**src/rtl/uart_pkg.sv**
```systemverilog
// Shared definitions for the configurable UART transmitter: FSM state
// encoding, per-frame parity and stop-length codes, and the parity helper.
package uart_pkg;

  // FSM state encoding
  localparam logic [2:0] IDLE   = 3'd0;
  localparam logic [2:0] START  = 3'd1;
  localparam logic [2:0] DATA   = 3'd2;
  localparam logic [2:0] PARITY = 3'd3;
  localparam logic [2:0] STOP   = 3'd4;

  // cfg_parity codes
  localparam logic [1:0] PAR_NONE = 2'b00;
  localparam logic [1:0] PAR_EVEN = 2'b01;
  localparam logic [1:0] PAR_ODD  = 2'b10;
  localparam logic [1:0] PAR_MARK = 2'b11;

  // cfg_stop codes (2'b11 also selects two stop bits)
  localparam logic [1:0] STOP_1   = 2'b00;
  localparam logic [1:0] STOP_1P5 = 2'b01;
  localparam logic [1:0] STOP_2   = 2'b10;

  // Parity bit from the mode and the XOR-reduction of the data word.
  function automatic logic parity_of(input logic [1:0] mode, input logic data_xor);
    logic p;
    case (mode)
      PAR_EVEN: p = data_xor;
      PAR_ODD:  p = ~data_xor;
      PAR_MARK: p = 1'b1;
      default:  p = 1'b0;
    endcase
    return p;
  endfunction

endpackage

```
**src/rtl/uart_tx_cfg.sv**
```systemverilog
// Runtime-configurable UART transmitter. Accepts a word on a valid/ready
// handshake and shifts it out LSB-first as start, data, optional parity and
// 1 / 1.5 / 2 stop bits, paced by the baud oversampling tick.
// Ports:
//   clk, rst          clock, synchronous active-high reset
//   s_tick            oversampling enable, OS_TICK pulses per bit
//   tx_valid/tx_ready word handshake; tx_ready high only in IDLE
//   tx_data           word to send (D_BIT bits)
//   cfg_parity        00 none, 01 even, 10 odd, 11 mark
//   cfg_stop          00 one, 01 one-and-a-half, 1x two stop bits
//   tx_out            registered serial line, idles high
//   tx_busy           frame in progress
//   tx_done_tick      one-clk pulse when the last stop tick completes
module uart_tx_cfg
  import uart_pkg::*;
#(
  parameter int unsigned D_BIT   = 8,
  parameter int unsigned OS_TICK = 16
) (
  input  logic             clk,
  input  logic             rst,
  input  logic             s_tick,
  input  logic             tx_valid,
  output logic             tx_ready,
  input  logic [D_BIT-1:0] tx_data,
  input  logic [1:0]       cfg_parity,
  input  logic [1:0]       cfg_stop,
  output logic             tx_out,
  output logic             tx_busy,
  output logic             tx_done_tick
);

  localparam int unsigned TW = $clog2(2 * OS_TICK);
  localparam int unsigned IW = $clog2(D_BIT);
  localparam logic [TW-1:0] T_BIT  = TW'(OS_TICK - 1);
  localparam logic [TW-1:0] T_1P5  = TW'((3 * OS_TICK) / 2 - 1);
  localparam logic [TW-1:0] T_2    = TW'(2 * OS_TICK - 1);
  localparam logic [IW-1:0] I_LAST = IW'(D_BIT - 1);

  // Reject unsupported frame geometry at elaboration.
  if (D_BIT < 5 || D_BIT > 9 || OS_TICK < 4 || (OS_TICK % 2) != 0) begin : g_bad_param
    $error("uart_tx_cfg: illegal parameters D_BIT=%0d OS_TICK=%0d", D_BIT, OS_TICK);
  end

  logic [2:0]       state_q, state_n;
  logic [TW-1:0]    cnt_q, cnt_n;
  logic [IW-1:0]    idx_q, idx_n;
  logic [D_BIT-1:0] shreg_q, shreg_n;
  logic             par_q, par_n;
  logic [1:0]       cpar_q, cpar_n;
  logic [1:0]       cstop_q, cstop_n;
  logic [TW-1:0]    stop_last;
  logic             line_c;
  logic             done_c;

  // State and holding registers; outputs follow one clk behind the state.
  always_ff @(posedge clk) begin
    if (rst) begin
      state_q      <= IDLE;
      cnt_q        <= '0;
      idx_q        <= '0;
      shreg_q      <= '0;
      par_q        <= 1'b0;
      cpar_q       <= PAR_NONE;
      cstop_q      <= STOP_1;
      tx_out       <= 1'b1;
      tx_done_tick <= 1'b0;
      tx_ready     <= 1'b1;
      tx_busy      <= 1'b0;
    end else begin
      state_q      <= state_n;
      cnt_q        <= cnt_n;
      idx_q        <= idx_n;
      shreg_q      <= shreg_n;
      par_q        <= par_n;
      cpar_q       <= cpar_n;
      cstop_q      <= cstop_n;
      tx_out       <= line_c;
      tx_done_tick <= done_c;
      tx_ready     <= (state_n == IDLE);
      tx_busy      <= (state_n != IDLE);
    end
  end

  // Next-state, tick counting and line level.
  always_comb begin
    state_n = state_q;
    cnt_n   = cnt_q;
    idx_n   = idx_q;
    shreg_n = shreg_q;
    par_n   = par_q;
    cpar_n  = cpar_q;
    cstop_n = cstop_q;
    done_c  = 1'b0;
    line_c  = 1'b1;

    case (cstop_q)
      STOP_1:        stop_last = T_BIT;
      STOP_1P5:      stop_last = T_1P5;
      STOP_2, 2'b11: stop_last = T_2;
      default:       stop_last = T_2;
    endcase

    case (state_q)
      IDLE: begin
        // Latch the word and its config; a tick on this edge is not counted.
        if (tx_valid) begin
          shreg_n = tx_data;
          par_n   = parity_of(cfg_parity, ^tx_data);
          cpar_n  = cfg_parity;
          cstop_n = cfg_stop;
          cnt_n   = '0;
          idx_n   = '0;
          state_n = START;
        end
      end
      START: begin
        line_c = 1'b0;
        if (s_tick) begin
          if (cnt_q == T_BIT) begin
            cnt_n   = '0;
            idx_n   = '0;
            state_n = DATA;
          end else begin
            cnt_n = cnt_q + TW'(1);
          end
        end
      end
      DATA: begin
        line_c = shreg_q[0];
        if (s_tick) begin
          if (cnt_q == T_BIT) begin
            cnt_n   = '0;
            shreg_n = shreg_q >> 1;
            if (idx_q == I_LAST) begin
              state_n = (cpar_q != PAR_NONE) ? PARITY : STOP;
            end else begin
              idx_n = idx_q + IW'(1);
            end
          end else begin
            cnt_n = cnt_q + TW'(1);
          end
        end
      end
      PARITY: begin
        line_c = par_q;
        if (s_tick) begin
          if (cnt_q == T_BIT) begin
            cnt_n   = '0;
            state_n = STOP;
          end else begin
            cnt_n = cnt_q + TW'(1);
          end
        end
      end
      STOP: begin
        line_c = 1'b1;
        if (s_tick) begin
          if (cnt_q == stop_last) begin
            cnt_n   = '0;
            done_c  = 1'b1;
            state_n = IDLE;
          end else begin
            cnt_n = cnt_q + TW'(1);
          end
        end
      end
      default: state_n = IDLE;
    endcase
  end

endmodule

```
**config.mk**
```make
export PLATFORM = sky130hd
export DESIGN_NAME = uart_tx_cfg
export DESIGN_NICKNAME = d
export VERILOG_FILES = /design/src/rtl/uart_pkg.sv /design/src/rtl/uart_tx_cfg.sv
export SDC_FILE = /design/constraint.sdc
export NUM_CORES = 1
export LEC_CHECK = 0
export ABC_CLOCK_PERIOD_IN_PS = 1800
export CAP_MARGIN = 40
export CORE_MARGIN = 2
export CORE_UTILIZATION = 40
export CTS_CLUSTER_SIZE = 12
export DETAILED_ROUTE_END_ITERATION = 12
export SLEW_MARGIN = 20
export SYNTH_ARGS = -nofsm -noshare
export SYNTH_HDL_FRONTEND = slang
export SYNTH_SLANG_ARGS = --single-unit
```
**constraint.sdc**
```tcl
create_clock -name clk -period 1.8 [get_ports clk]
set_input_delay 0.27 -clock clk [delete_from_list [all_inputs] [get_ports clk]]
set_output_delay 0.27 -clock clk [all_outputs]
set_load 0.02 [all_outputs]
```
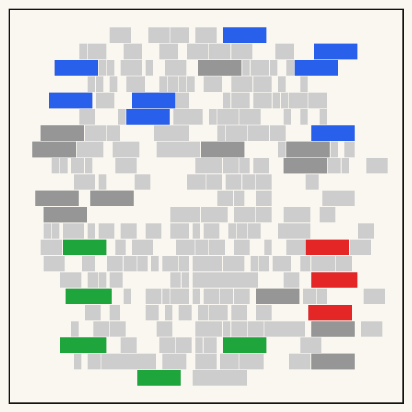
registers.png
Scale: 6 px per um. Other sequential cells in the stronger grey, the rest of the logic in the fainter grey.
green -> cnt_q  # placed flops 5, where lower left
red -> state_q  # placed flops 3
blue -> shreg_q  # placed flops 8
not coloured = 12
proportion of cell area occupied by registers: 0.272
P_seq: 0.679 mW

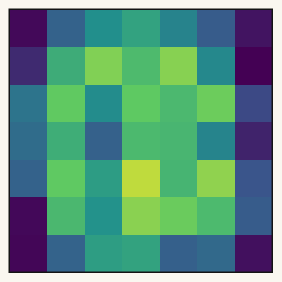
density.png
Scale: 4 px per um. 7 x 7 tiles, from dark purple (low) to yellow (high), 0 to 100% covered.
tiles over 75% full = 18%
fullest tile = 90%
nearly empty tiles = 4.1%
mean over tiles = 47%
core area: 3630 um2
Initial Util: 0.415

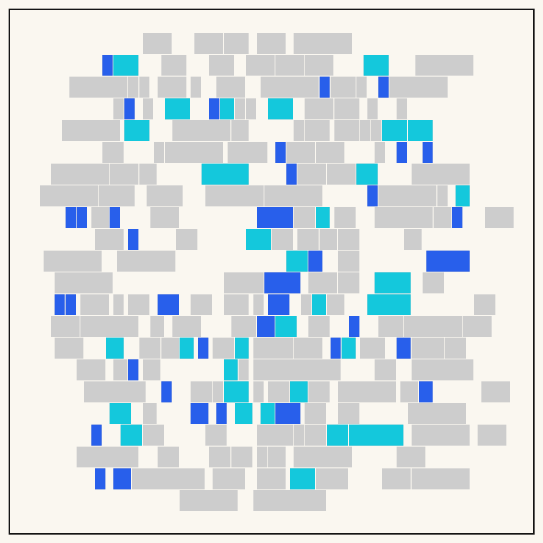
gate_families.png
Scale: 8 px per um.
cyan -> inverting AOI/OAI gates  # cells 32
blue -> NOR gates  # cells 37, most used nor2_1
dominant logic cell type in the layout: buf_4
final std cells w/o fill: 266
logic share of the area: 0.455

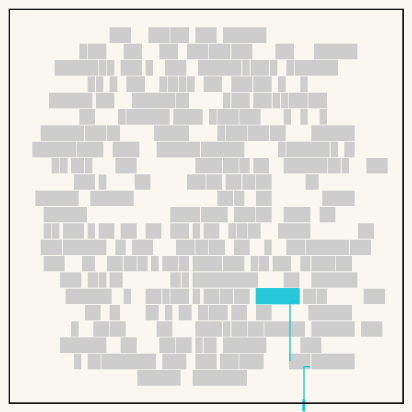
port_nets.png
Scale: 6 px per um.
cyan -> tx_done_tick  # bits 1, direction output, edge bottom, end cells 1, buffers 1, wire 17.8 um
port bufs: 19
IO Count: 20

==> reports/results.ini <==
[floorplan]
nWellTaps=48
die_y_um=65.4
chipArea_um2=4280

[yosys]
yosys_cells=176
edf_count=0
top_area_frac=0.372
ys_seq_share=0.372
most_common_cell=dfxtp_1

[sta]
setup_viol=2
relSlewSlack=0.806
rsz0062_at_grt=yes
fin_ws_ns=-0.0933
fin_setup_tns_ns=-0.171
finalHoldViolCount=0

[route]
m1WireLength_mm=1.63
routed_wl_mm=3.53
ant_nets=0

[run_status]
violations=setup timing
outcome=complete, but fails checks

[placed_design]
dpl-instance-area_um2=1960

[global_routing]
grt_util_met1=0.224

[min_path]
hp-class=flip-flop to flip-flop
holdPathStages=2

[critical_path]
critical_path.startpoint=cnt_q[0]
reg2regPathDepth=8
cp_common_cell=ha_4

[layout]
largest_reg_flops=8
area_growth_pct=37.7

[power]
power_report.internal_total_mw=1.10
power.share.combinational=0.184

[clock_network]
h-tree-depth=1
cts_tree=yes
hold_buffers=0
root_buffer=clkbuf_8

Power and IR drop assume default switching activity.
